File: src/rtl/alu_loader_pkg.sv
// -----------------------------------------------------------------------------
// alu_loader_pkg
// Shared types and defaults for the ALU operand loader.
//   loader_state_t : entry stage, encoding doubles as the LED stage code
//   DEF_*          : default widths (ALU operand, opcode, load counter)
//   undo_target()  : state reached when the user steps back one stage
// -----------------------------------------------------------------------------
package alu_loader_pkg;

    typedef enum logic [1:0] {
        WAIT_A  = 2'd0,
        WAIT_B  = 2'd1,
        WAIT_OP = 2'd2,
        SHOW    = 2'd3
    } loader_state_t;

    localparam int DEF_WIDTH     = 16;
    localparam int DEF_OP_WIDTH  = 2;
    localparam int DEF_CNT_WIDTH = 8;

    // Stepping back from WAIT_A has nowhere to go, so it stays put.
    function automatic loader_state_t undo_target(input loader_state_t cur);
        loader_state_t nxt;
        case (cur)
            WAIT_A:  nxt = WAIT_A;
            WAIT_B:  nxt = WAIT_A;
            WAIT_OP: nxt = WAIT_B;
            SHOW:    nxt = WAIT_OP;
            default: nxt = WAIT_A;
        endcase
        return nxt;
    endfunction

endpackage

File: src/rtl/alu_operand_loader_rise_detect.sv
// -----------------------------------------------------------------------------
// rise_detect
// One-bit rising-edge detector for a debounced button level.
//   clk   : system clock
//   rst_n : asynchronous active-low reset
//   i_d   : button level
//   o_rise: high for the cycle in which i_d is 1 and was 0 last cycle
// The history flop resets to 1 so that a button held through reset does not
// register as a press until it is released and pressed again.
// -----------------------------------------------------------------------------
module rise_detect (
    input  logic clk,
    input  logic rst_n,
    input  logic i_d,
    output logic o_rise
);

    logic r_q;

    // Previous-cycle copy of the button level.
    always_ff @(posedge clk or negedge rst_n) begin
        if (!rst_n) begin
            r_q <= 1'b1;
        end else begin
            r_q <= i_d;
        end
    end

    assign o_rise = i_d & ~r_q;

endmodule

File: src/rtl/alu_operand_loader.sv
// -----------------------------------------------------------------------------
// alu_operand_loader
// Captures operand A, operand B and the opcode from a shared switch bus on
// successive "enter" presses, then presents them together to the ALU.
//   clk            : system clock
//   reset_n        : asynchronous active-low reset (release synchronised here)
//   data_in        : switch bus shared by A, B and OP entry
//   enter / undo   : debounced button levels, act on rising edge
//   a_out / b_out  : captured operands (registered)
//   op_out         : captured opcode, data_in[OP_WIDTH-1:0] (registered)
//   operands_valid : high while the full operand set is shown
//   stage          : current state encoding for the LEDs
//   load_count     : completed A/B/OP sequences, wraps
// -----------------------------------------------------------------------------
module alu_operand_loader
    import alu_loader_pkg::*;
#(
    parameter int WIDTH     = DEF_WIDTH,
    parameter int OP_WIDTH  = DEF_OP_WIDTH,
    parameter int CNT_WIDTH = DEF_CNT_WIDTH
) (
    input  logic                 clk,
    input  logic                 reset_n,
    input  logic [WIDTH-1:0]     data_in,
    input  logic                 enter,
    input  logic                 undo,
    output logic [WIDTH-1:0]     a_out,
    output logic [WIDTH-1:0]     b_out,
    output logic [OP_WIDTH-1:0]  op_out,
    output logic                 operands_valid,
    output logic [1:0]           stage,
    output logic [CNT_WIDTH-1:0] load_count
);

    logic [1:0]           r_rst_sync;
    logic                 w_rst_n;
    logic                 w_enter_rise;
    logic                 w_undo_rise;
    loader_state_t        r_state;
    logic [WIDTH-1:0]     r_a;
    logic [WIDTH-1:0]     r_b;
    logic [OP_WIDTH-1:0]  r_op;
    logic [CNT_WIDTH-1:0] r_cnt;

    // Reset synchroniser: assertion takes effect at once, release waits two clocks.
    always_ff @(posedge clk or negedge reset_n) begin
        if (!reset_n) begin
            r_rst_sync <= 2'b00;
        end else begin
            r_rst_sync <= {r_rst_sync[0], 1'b1};
        end
    end

    assign w_rst_n = r_rst_sync[1];

    rise_detect u_enter_rise (
        .clk    (clk),
        .rst_n  (w_rst_n),
        .i_d    (enter),
        .o_rise (w_enter_rise)
    );

    rise_detect u_undo_rise (
        .clk    (clk),
        .rst_n  (w_rst_n),
        .i_d    (undo),
        .o_rise (w_undo_rise)
    );

    // Entry FSM with capture registers; undo takes priority over enter.
    always_ff @(posedge clk or negedge w_rst_n) begin
        if (!w_rst_n) begin
            r_state <= WAIT_A;
            r_a     <= '0;
            r_b     <= '0;
            r_op    <= '0;
            r_cnt   <= '0;
        end else if (w_undo_rise) begin
            r_state <= undo_target(r_state);
        end else if (w_enter_rise) begin
            case (r_state)
                WAIT_A: begin
                    r_a     <= data_in;
                    r_state <= WAIT_B;
                end
                WAIT_B: begin
                    r_b     <= data_in;
                    r_state <= WAIT_OP;
                end
                WAIT_OP: begin
                    r_op    <= data_in[OP_WIDTH-1:0];
                    r_cnt   <= r_cnt + CNT_WIDTH'(1);
                    r_state <= SHOW;
                end
                SHOW: begin
                    r_state <= WAIT_A;
                end
                default: begin
                    r_state <= WAIT_A;
                end
            endcase
        end else begin
            r_state <= r_state;
        end
    end

    assign a_out          = r_a;
    assign b_out          = r_b;
    assign op_out         = r_op;
    assign load_count     = r_cnt;
    assign stage          = r_state;
    assign operands_valid = (r_state == SHOW);

endmodule

File: config.mk
export PLATFORM = sky130hd
export DESIGN_NAME = alu_operand_loader
export DESIGN_NICKNAME = d
export VERILOG_FILES = /design/src/rtl/alu_loader_pkg.sv /design/src/rtl/alu_operand_loader_rise_detect.sv /design/src/rtl/alu_operand_loader.sv
export SDC_FILE = /design/constraint.sdc
export NUM_CORES = 1
export LEC_CHECK = 0
export CORE_AREA = 2 2 75 77
export CTS_BUF_LIST = sky130_fd_sc_hd__clkbuf_8
export DETAILED_ROUTE_END_ITERATION = 6
export DIE_AREA = 0 0 77 79
export PLACE_DENSITY = 0.67
export SETUP_SLACK_MARGIN = 0.5
export SLEW_MARGIN = 5
export SYNTH_ARGS = -nofsm -noshare
export SYNTH_HDL_FRONTEND = slang
export SYNTH_SLANG_ARGS = --single-unit
File: constraint.sdc
create_clock -name clk -period 1.6 [get_ports clk]
set_input_delay 0.32 -clock clk [delete_from_list [all_inputs] [get_ports clk]]
set_output_delay 0.32 -clock clk [all_outputs]
set_load 0.05 [all_outputs]
### M1 wires, run 1

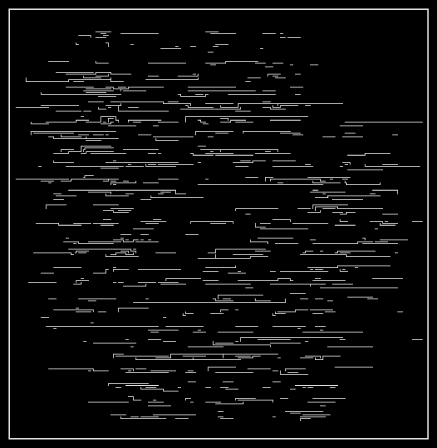
The layer holds 39% of the routed length. The layer carries 1980 um of wire.
met1 global-route usage: 0.200
Post-Route WL: 5.08 mm
detailed-route via count: 1445

### The metal 2 layer, run 1

The bar under the picture is 20 um long. Cells faint in the background.
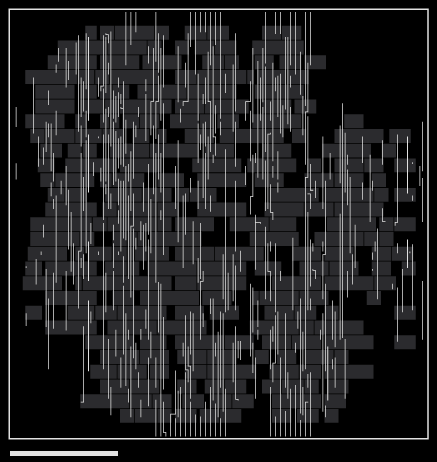
The layer carries 2870 um of wire. 252 nets have wire on it.
GR Util met2: 0.321

### Metal 3, run 1

The bar under the picture is 20 um long.
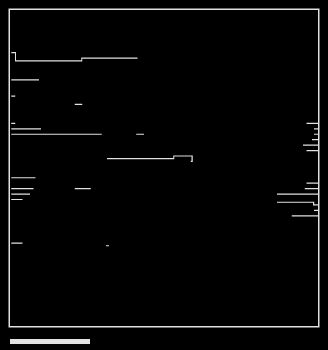
The layer carries 166 um of wire. The layer holds 3.3% of the routed length. The longest straight run is 22.3 um.
Global Route met3 Usage: 0.0432

### A small window of the routed layout, run 1

The bar under the picture is 5 um long. Window x 9 to 29, y 49 to 69 um. Cells in gray, sequential cells in the stronger gray; small squares are vias.
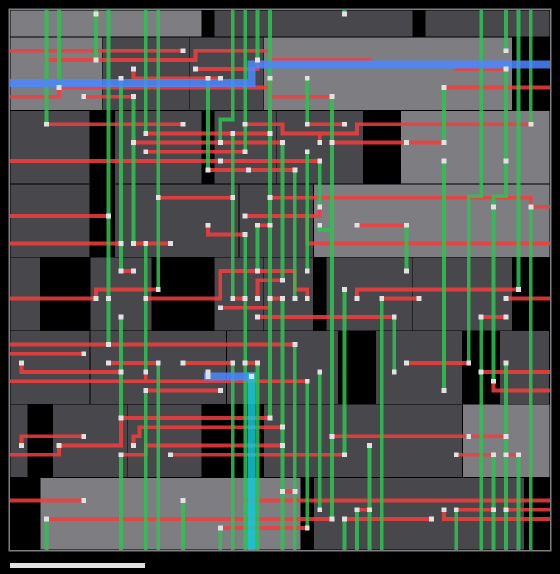
Red marks M1. Cyan marks M4. Blue marks M3. Green marks M2.
25 logic cells have their middle in the window. Most frequent: xnor2_1 (4), buf_4 (4). Sequential cells in the window: 4. Netlist names of flops here include load_count (4).

==> results.txt, run 1 <==
yosys + openroad results -> most frequent logic cell in the layout buf_6, pre-CTS setup slack -0.355 ns, clk root buf clkbuf_8, clock sinks 48, DIE AREA 0.00608 mm^2, Post-synth regs 48, vias per cell 4.56, Fmax 675 MHz, Clock Pin Slew Worst Setup and Hold Paths 0.09 ns, CP required 1.78 ns, top cells, area dfrtp_1 56%, mux2_4 15%, mux2_2 8.3%, final non-filler cell total 317, post-synthesis cell count 124, Skew-Pair Late Insertion Delay 0.29 ns, final tally of setup violations 0, worst reg2reg startpoint stage[0], Final Slew Violations 0, vias in the first global route 1602, H-tree depth 2, Final nets 270, die y size 79 um, DP Cell Count 263, Cell Rows 27, final setup TNS 0 ns, Yosys Instances 124, hold-fix buffers at CTS 0, area delta synth->final 79.4%, most numerous logic cells after layout 42 x buf_6, 39 x dfrtp_1, 39 x buf_4, outcome complete, no violations, power per standard cell area 2180 mW/mm^2, worst-path maximum fanout 7, crit start category flip-flop, peak supply drop 0.996 mV, Final GP Congestion 0.713, synthesized net count 150, Synth top area share 0.565, CP Class flip-flop to flip-flop, Tcrit/Tclk final 0.926, maximum number of pins on one net before global-route repair 30, Tmin final 1.48 ns
run 1: metal layers:
| layer | vias to the layer above | share of wire |
|---|---|---|
| met5 | - | 0 |
| met4 | 0 | 0.012 |
| met3 | 6 | 0.033 |
| met2 | 30 | 0.57 |
| met1 | 738 | 0.39 |
| li1 | 671 | - |
run 1: path summary, 6_finish.rpt:
check                      slack (ns)  cells past startpoint              end
setup / recovery                 0.12                      5    load_count[1]
hold / removal                   0.19                      1    r_rst_sync[1]
setup reg to reg                 0.12                      5    load_count[1]
hold reg to reg                  0.21                      0         a_out[3]
max in group asynchronous        0.88                      1         a_out[9]
min in group clk                 0.29                      1  u_undo_rise.r_q
run 1: kinds of logic after synthesis:
kind of cell | after synthesis | synth area share
XOR/XNOR | 7 | 0.0301
other | 1 | 0.00184
AND-OR/OR-AND | 3 | 0.00860
multiplexers | 36 | 0.235
adder cells (fa/ha/maj) | 6 | 0.0368
flip-flops | 48 | 0.591
AND/OR/NAND/NOR | 17 | 0.0669
buffers and inverters | 6 | 0.0301
run 1: power by group:
part	internal (W)	leakage [nW]	switching (W)
registers	0.00172	0.576	0.000462
logic	0.00239	1.15	0.00258
clock network	0.000458	0.0593	0.000382
run 1: flip-flops by register name (all words and copies together), names as in the netlist:
name and flops:
a_out 16, b_out 16, load_count 8, op_out 2, r_rst_sync 2, stage 2, u_enter_rise.r_q 1, u_undo_rise.r_q 1
run 1: cell type report:
type	count	area [um^2]
Tap cell	72	90.1
Clock buffer	5	68.8
Sequential cell	48	1210
Fill cell	388	1680
Inverter	2	12.5
Clock inverter	3	38.8
Timing Repair Buffer	115	1250
Multi-Input combinational cell	72	981
run 1: synth_stat cells:
cell	n
and3_1	1
buf_12	1
buf_6	3
conb_1	1
dfrtp_1	46
dfstp_2	2
ha_1	6
inv_1	2
mux2_2	15
mux2_4	20
mux2i_1	1
nand2_1	4
nand2_4	2
nand2b_1	1
nand3_1	2
nand4_1	3
nor2_8	1
nor2b_4	1
nor3_1	1
nor3b_4	1
o21ai_0	2
o31ai_1	1
xnor2_1	5
xor2_1	2
run 1: worst max-delay path: stages (launching register included):
cell and delay, ns:
dfrtp_2 0.48, inv_4 0.10, ha_4 0.14, nor3b_4 0.19, buf_6 0.17, mux2_4 0.30
run 1: metrics by stage:
| step | total power (W) | util |
|---|---|---|
| 4_1_cts | 0.00773 | 0.658 |
| 3_5_place_dp | 0.00595 | 0.540 |
| 2_1_floorplan | 0.00468 | - |
| 3_3_place_gp | 0.00587 | 0.540 |
| 6_report | 0.00799 | 0.685 |
| 5_1_grt | 0.00832 | 0.685 |
run 1: repair_timing:
item                                    4_1_cts  5_1_grt
gates cloned                                  2        0
pin swaps                                     5        5
buffers inserted                             29       15
endpoints found under the setup margin       89       89
gates resized                                60       12
==> run 1 -> run 2 <==
- GPL_TIMING_DRIVEN: default -> 0
- SKIP_LAST_GASP: default -> 1
### A small window of the routed layout, run 2

The bar under the picture is 5 um long. Window x 9 to 29, y 49 to 69 um. Cells in gray, sequential cells in the stronger gray; small squares are vias.
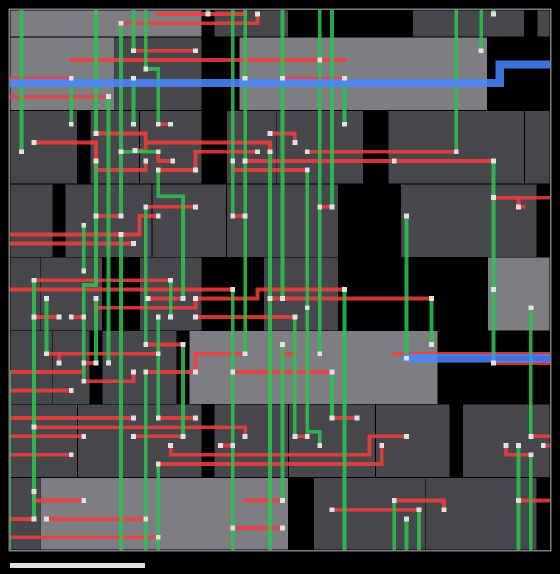
Blue marks M3. Red marks M1. Green marks M2.
Most frequent: buf_4 (5), xnor2_1 (4). 26 logic cells have their middle in the window. Netlist names of flops here include load_count (3). Sequential cells in the window: 3.

==> run 2 against run 1 <==
Net effect: sequential share of layout area rose by 1.1 points; fmax fell by 5.9%; critical path type unchanged; via count down 3.3%; clock-buffer cell count increased by 2; highest routed layer unchanged; clock power up 12%; largest cell class unchanged.
==> results.txt, run 2 <==
yosys + openroad results -> outcome complete, no violations, Tcrit/Tclk final 0.984 (+0.0578), Yosys Instances 124 (unchanged), detailed-route via count 1397 (-3.3%), post-layout util 0.662 (-0.0230), die y size 79 um (unchanged), pre-CTS setup slack -0.335 ns (+0.0200 ns), Post-synth regs 48 (unchanged), Reg2Reg Setup Slack 0.03 ns (-0.09 ns), synthesized net count 150 (unchanged), Tmin final 1.57 ns (+0.0925 ns), Final nets 270 (unchanged), Synth area leader dfrtp_1, crit start category flip-flop, ys async rst share 1.00 (unchanged), Worst R2R Path Depth 6 (+1), Synth top cell by count dfrtp_1, DIE AREA 0.00608 mm^2 (unchanged), Final Slew Violations 0 (unchanged), Cell Rows 27 (unchanged), power per standard cell area 2190 mW/mm^2 (+0.14%), vias per cell 4.41 (-3.3%), clock sinks 48 (unchanged), worst-path maximum fanout 5 (-2), total power draw 0.00773 W (-3.2%), Max-cap violations 0, DP Area 0.00285 mm^2, peak supply drop 0.965 mV (-3.1%), Clock Pin Slew Worst Setup and Hold Paths 0.09 ns (about the same), clock skew 0.0105 ns, RSZ-0062 raised after global routing yes, Num CTS Buffers 5, ys flop type dfrtp_1, fillers 423 (+9.0%), Final ANT Viol Nets 0, maximum number of pins on one net before global-route repair 47 (+57%), Synth top area share 0.565 (unchanged), CP Class flip-flop to flip-flop, first-pass GRT wire length 7.16 mm, vias in the first global route 1448 (-9.6%), top cells, area dfrtp_1 56%, mux2_4 15%, mux2_2 8.3%, H-tree depth 2 (unchanged), CP dominant cell by count buf_6, initial drt markers 55, clk root buf clkbuf_8, commonest cells in the synthesized netlist 46 x dfrtp_1, 20 x mux2_4, 15 x mux2_2, slowest stage cell, crit path dfstp_2, Hold/Removal Path Class input pin to asynchronous set/reset pin, area delta synth->final 73.4%, final worst setup slack 0.0258 ns, final setup TNS 0 ns (unchanged), R2R Path End load_count[1], Tot GR Track Use 0.154, First-pass DRT Iterations 4, Fmax 635 MHz (-5.9%), post-synth area from yosys stat 0.00204 mm^2, Final GP Congestion 0.718 (+0.74%), Skew-Pair Late Insertion Delay 0.30 ns (about the same), Pre-Place Util 0.382, final tally of setup violations 0 (unchanged), post-synthesis cell count 124 (unchanged), Syn Area/Cell 16.4 um^2, Max clock buf depth 2, count of library flops with an enable pin 0 (unchanged), crit path cell chain nor2b_4 -> buf_6 -> buf_6 -> nor3b_4 -> buf_6 -> mux2_4, most frequent logic cell in the layout buf_6, most numerous logic cells after layout 55 x buf_6, 43 x dfrtp_1, 37 x buf_4, Post-Route WL 4.67 mm (-8.2%), CP required 1.80 ns (+0.02 ns), worst reg2reg startpoint u_undo_rise.r_q, Cell Area, Synth 0.00204 mm^2, total grt overflow 0, CTS tree built, Slowest Stage Delay on Critical Path 0.55 ns (+0.07 ns), hold-fix buffers at CTS 0 (unchanged)
run 2: layout make-up:
cell class,instances,area [um^2],share of cell area
Clock inverter,1,30.0,0.00850
Multi-Input combinational cell,70,886,0.251
Sequential cell,48,1210,0.342
Tap cell,72,90.1,0.0255
Inverter,2,10.0,0.00283
Clock buffer,7,96.3,0.0273
Buffer,4,62.6,0.0177
Timing Repair Buffer,113,1150,0.325
run 2: worst max path at each step:
stage / from / to / slack (ns)
3_5_place_dp: undo / b_out[3] / -0.33
6_report: u_undo_rise.r_q / load_count[1] / 0.03
4_1_cts: u_undo_rise.r_q / load_count[1] / 0.03
3_3_place_gp: undo / b_out[1] / -0.30
2_1_floorplan: stage[0] / load_count[4] / 0.02
5_1_grt: u_undo_rise.r_q / load_count[1] / -0.008
run 2: worst max-delay path, delay by kind of cell (launching register included):
kind,cells,cell delay (ns)
muxes,1,0.29
and+or+nand+nor,2,0.25
buffers and inverters,3,0.40
DFF,1,0.55
run 2: where the power goes:
part | leakage, nW | internal (W) | total (W) | switching, W
Combinational | 1.10 | 0.00218 | 0.00463 | 0.00245
Sequential | 0.581 | 0.00171 | 0.00216 | 0.000446
Clock | 0.0645 | 0.000551 | 0.000945 | 0.000393
Total | 1.75 | 0.00444 | 0.00773 | 0.00329
run 2: logic make-up after synthesis:
kind of cell	after synthesis	share of synthesized area
mux	36	0.235
simple gates	17	0.0669
compound gates	3	0.00860
fa+ha+maj	6	0.0368
xor+xnor	7	0.0301
flops	48	0.591
buf+inv	6	0.0301
other cells	1	0.00184
run 2: repair_timing:
action / 4_1_cts / 5_1_grt
resized: 325 / 13
hold endpoints to repair: 0 / 0
setup endpoints to repair: 133 / 89
gates cloned: 1 / 1
setup buffers: 36 / 11
pin swaps: 10 / 1
run 2: through the flow:
stage | hold WS, ns | cells
after global routing | 0.163 | 317
after floorplan | 0.0244 | 124
after CTS | 0.167 | 305
final | 0.181 | 317
after global placement | 0.337 | 260
after detailed placement | 0.342 | 260
run 2: metal layers:
metal | global-route usage | vias up | wire [um]
met4 | 0.0482 | 0 | 41
met1 | 0.186 | 700 | 1830
met5 | 0 | - | 0
met2 | 0.268 | 29 | 2610
li1 | - | 664 | -
met3 | 0.0432 | 4 | 187
==> run 2 -> run 3 <==
- CAP_MARGIN: default -> 20
### The metal 2 layer, run 3

The bar under the picture is 20 um long. Cells faint in the background.
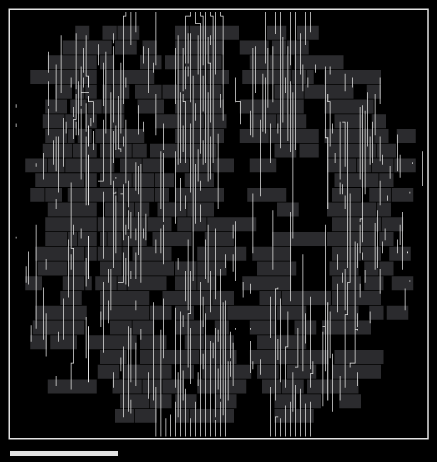
The wires run mostly vertical. The layer holds 56% of the routed length.
Post-Route WL: 4.67 mm
detailed-route via count: 1397

==> run 3 against run 2 <==
Net effect: register-to-register slack about the same; sequential share of layout area is the same; clock skew did not move; fmax is the same.
==> results.txt, run 3 <==
yosys + openroad results -> pre-CTS setup slack -0.335 ns (unchanged), Synth top area share 0.565 (unchanged), Max-cap violations 0 (unchanged), Syn Area/Cell 16.4 um^2 (unchanged), Pre-Place Util 0.382 (unchanged), final worst setup slack 0.0258 ns (unchanged), total grt overflow 0 (unchanged), power per standard cell area 2190 mW/mm^2 (unchanged), vias in the first global route 1448 (unchanged), Tmin final 1.57 ns (unchanged), first-pass GRT wire length 7.16 mm (unchanged), Cell Area, Synth 0.00204 mm^2 (unchanged), die y size 79 um (unchanged), maximum number of pins on one net before global-route repair 47 (unchanged), total power draw 0.00773 W (unchanged), post-synth area from yosys stat 0.00204 mm^2 (unchanged), Tot GR Track Use 0.154 (unchanged), Skew-Pair Late Insertion Delay 0.30 ns (about the same), CP delay by family, top flip-flops, Worst Path Buf+Inv 3 (unchanged), Hold/Removal Path Class input pin to asynchronous set/reset pin, critical path data arrival time 1.77 ns, FF/Latch Area 0.00121 mm^2 (unchanged), switching share of power 0.426 (unchanged), Final GP Congestion 0.718 (unchanged), Synth top cell by count dfrtp_1, DP HPWL 2.84 mm, Tcrit/Tclk final 0.984 (unchanged), fillers 423 (unchanged), initial drt markers 55 (unchanged), most frequent logic cell in the layout buf_6, ys flop type dfrtp_1, Clock Pin Slew Worst Setup and Hold Paths 0.09 ns (about the same), outcome complete, no violations, clock skew 0.0105 ns (unchanged), area delta synth->final 73.4% (unchanged), Num CTS Buffers 5 (unchanged), peak supply drop 0.965 mV (unchanged), clock sinks 48 (unchanged), crit path cell chain nor2b_4 -> buf_6 -> buf_6 -> nor3b_4 -> buf_6 -> mux2_4, CTS tree built, final tally of setup violations 0 (unchanged), # IOs 65, wire per inst 14.7 um, Post-synth regs 48 (unchanged), Cell Rows 27 (unchanged), Yosys Instances 124 (unchanged), Final Slew Violations 0 (unchanged), synthesis warning total 0, Max clock buf depth 2 (unchanged), Slew HR 0.596, count of library flops with an enable pin 0 (unchanged), stage-log warning count 33, worst hold margin 0.181 ns (unchanged), Synth area leader dfrtp_1, Fmax 635 MHz (unchanged), Final nets 270 (unchanged), vias per cell 4.41 (unchanged), Net Sw Power 0.00329 W (unchanged), Comb area 886 um^2 (unchanged), worst-path maximum fanout 5 (unchanged), CP required 1.80 ns (about the same), crit start category flip-flop, Slowest Stage Delay on Critical Path 0.55 ns (about the same), most numerous logic cells after layout 55 x buf_6, 43 x dfrtp_1, 37 x buf_4, post-synthesis cell count 124 (unchanged), commonest cells in the synthesized netlist 46 x dfrtp_1, 20 x mux2_4, 15 x mux2_2, synthesized net count 150 (unchanged), RSZ-0062 raised after global routing yes, Final ANT Viol Nets 0 (unchanged), CP dominant cell by count buf_6, First-pass DRT Iterations 4 (unchanged), Sequential Power Share 0.279 (about the same), DIE AREA 0.00608 mm^2 (unchanged), clk root buf clkbuf_8, Logic pwr share 0.599 (about the same), top cells, area dfrtp_1 56%, mux2_4 15%, mux2_2 8.3%, Int Pwr 0.00444 W (unchanged), CP Class flip-flop to flip-flop, ys async rst share 1.00 (unchanged), H-tree depth 2 (unchanged), post-layout util 0.662 (unchanged), slowest stage cell, crit path dfstp_2, clock share of power 0.122 (about the same)
[run 3: cell counts after synthesis]
Identical to the previous run, type by type.
[run 3: worst paths after layout]
| check | startpoint | to | slack [ns] | cells after the start |
|---|---|---|---|---|
| max in group asynchronous | r_rst_sync[1] | stage[0] | 0.81 | 0 |
| max reg2reg | u_undo_rise.r_q | load_count[1] | 0.03 | 6 |
| min in group clk | undo | u_undo_rise.r_q | 0.27 | 1 |
| min | reset_n | r_rst_sync[1] | 0.18 | 1 |
| max | u_undo_rise.r_q | load_count[1] | 0.03 | 6 |
| min reg2reg | r_rst_sync[1] | a_out[0] | 0.34 | 0 |
[run 3: layer usage]
metal	routed length, um	track usage	vias to the layer above	share of wire
met1	1830	0.186	700	0.39
met2	2610	0.268	29	0.56
li1	-	-	664	-
met5	0	0	-	0
met3	187	0.0432	4	0.040
met4	41	0.0482	0	0.0088
[run 3: worst reg2reg max path: cells and delay by family, from the launching register on]
kind | cells | cell delay, ns
DFF | 1 | 0.55
buffers and inverters | 3 | 0.40
muxes | 1 | 0.29
and+or+nand+nor | 2 | 0.25
[run 3: logic make-up after synthesis]
kind of cell    Yosys count  synth area share
compound gates            3           0.00860
xor+xnor                  7            0.0301
fa+ha+maj                 6            0.0368
buf+inv                   6            0.0301
flops                    48             0.591
mux                      36             0.235
other cells               1           0.00184
simple gates             17            0.0669
[run 3: power by group through the flow]
stage          Sequential, W  Clock (W)  Combinational [W]
6_report             0.00216   0.000945            0.00463
5_1_grt              0.00221    0.00103            0.00479
4_1_cts              0.00214   0.000970            0.00438
3_5_place_dp         0.00208          0            0.00383
3_3_place_gp         0.00204          0            0.00381
2_1_floorplan        0.00375          0           0.000927
[run 3: repair_timing]
action                                  in CTS  in global routing
hold buffers                                 0                  0
resized                                    325                 13
gates cloned                                 1                  1
pin swaps                                   10                  1
buffers inserted                            36                 11
endpoints found under the setup margin     133                 89
[run 3: final cells by class]
type                            count  share of cell area
Tap cell                           72              0.0255
Buffer                              4              0.0177
Clock inverter                      1             0.00850
Timing Repair Buffer              113               0.325
Clock buffer                        7              0.0273
Inverter                            2             0.00283
Sequential cell                    48               0.342
Multi-Input combinational cell     70               0.251
[run 3: metrics by stage]
step | TNS [ns] | area (um^2) | cells
after global routing | -0.00842 | 3530 | 317
after global placement | -9.02 | 2850 | 260
final | 0 | 3530 | 317
after CTS | 0 | 3380 | 305
after floorplan | 0 | 2120 | 124
after detailed placement | -10.02 | 2850 | 260
Power and IR drop assume default switching activity.
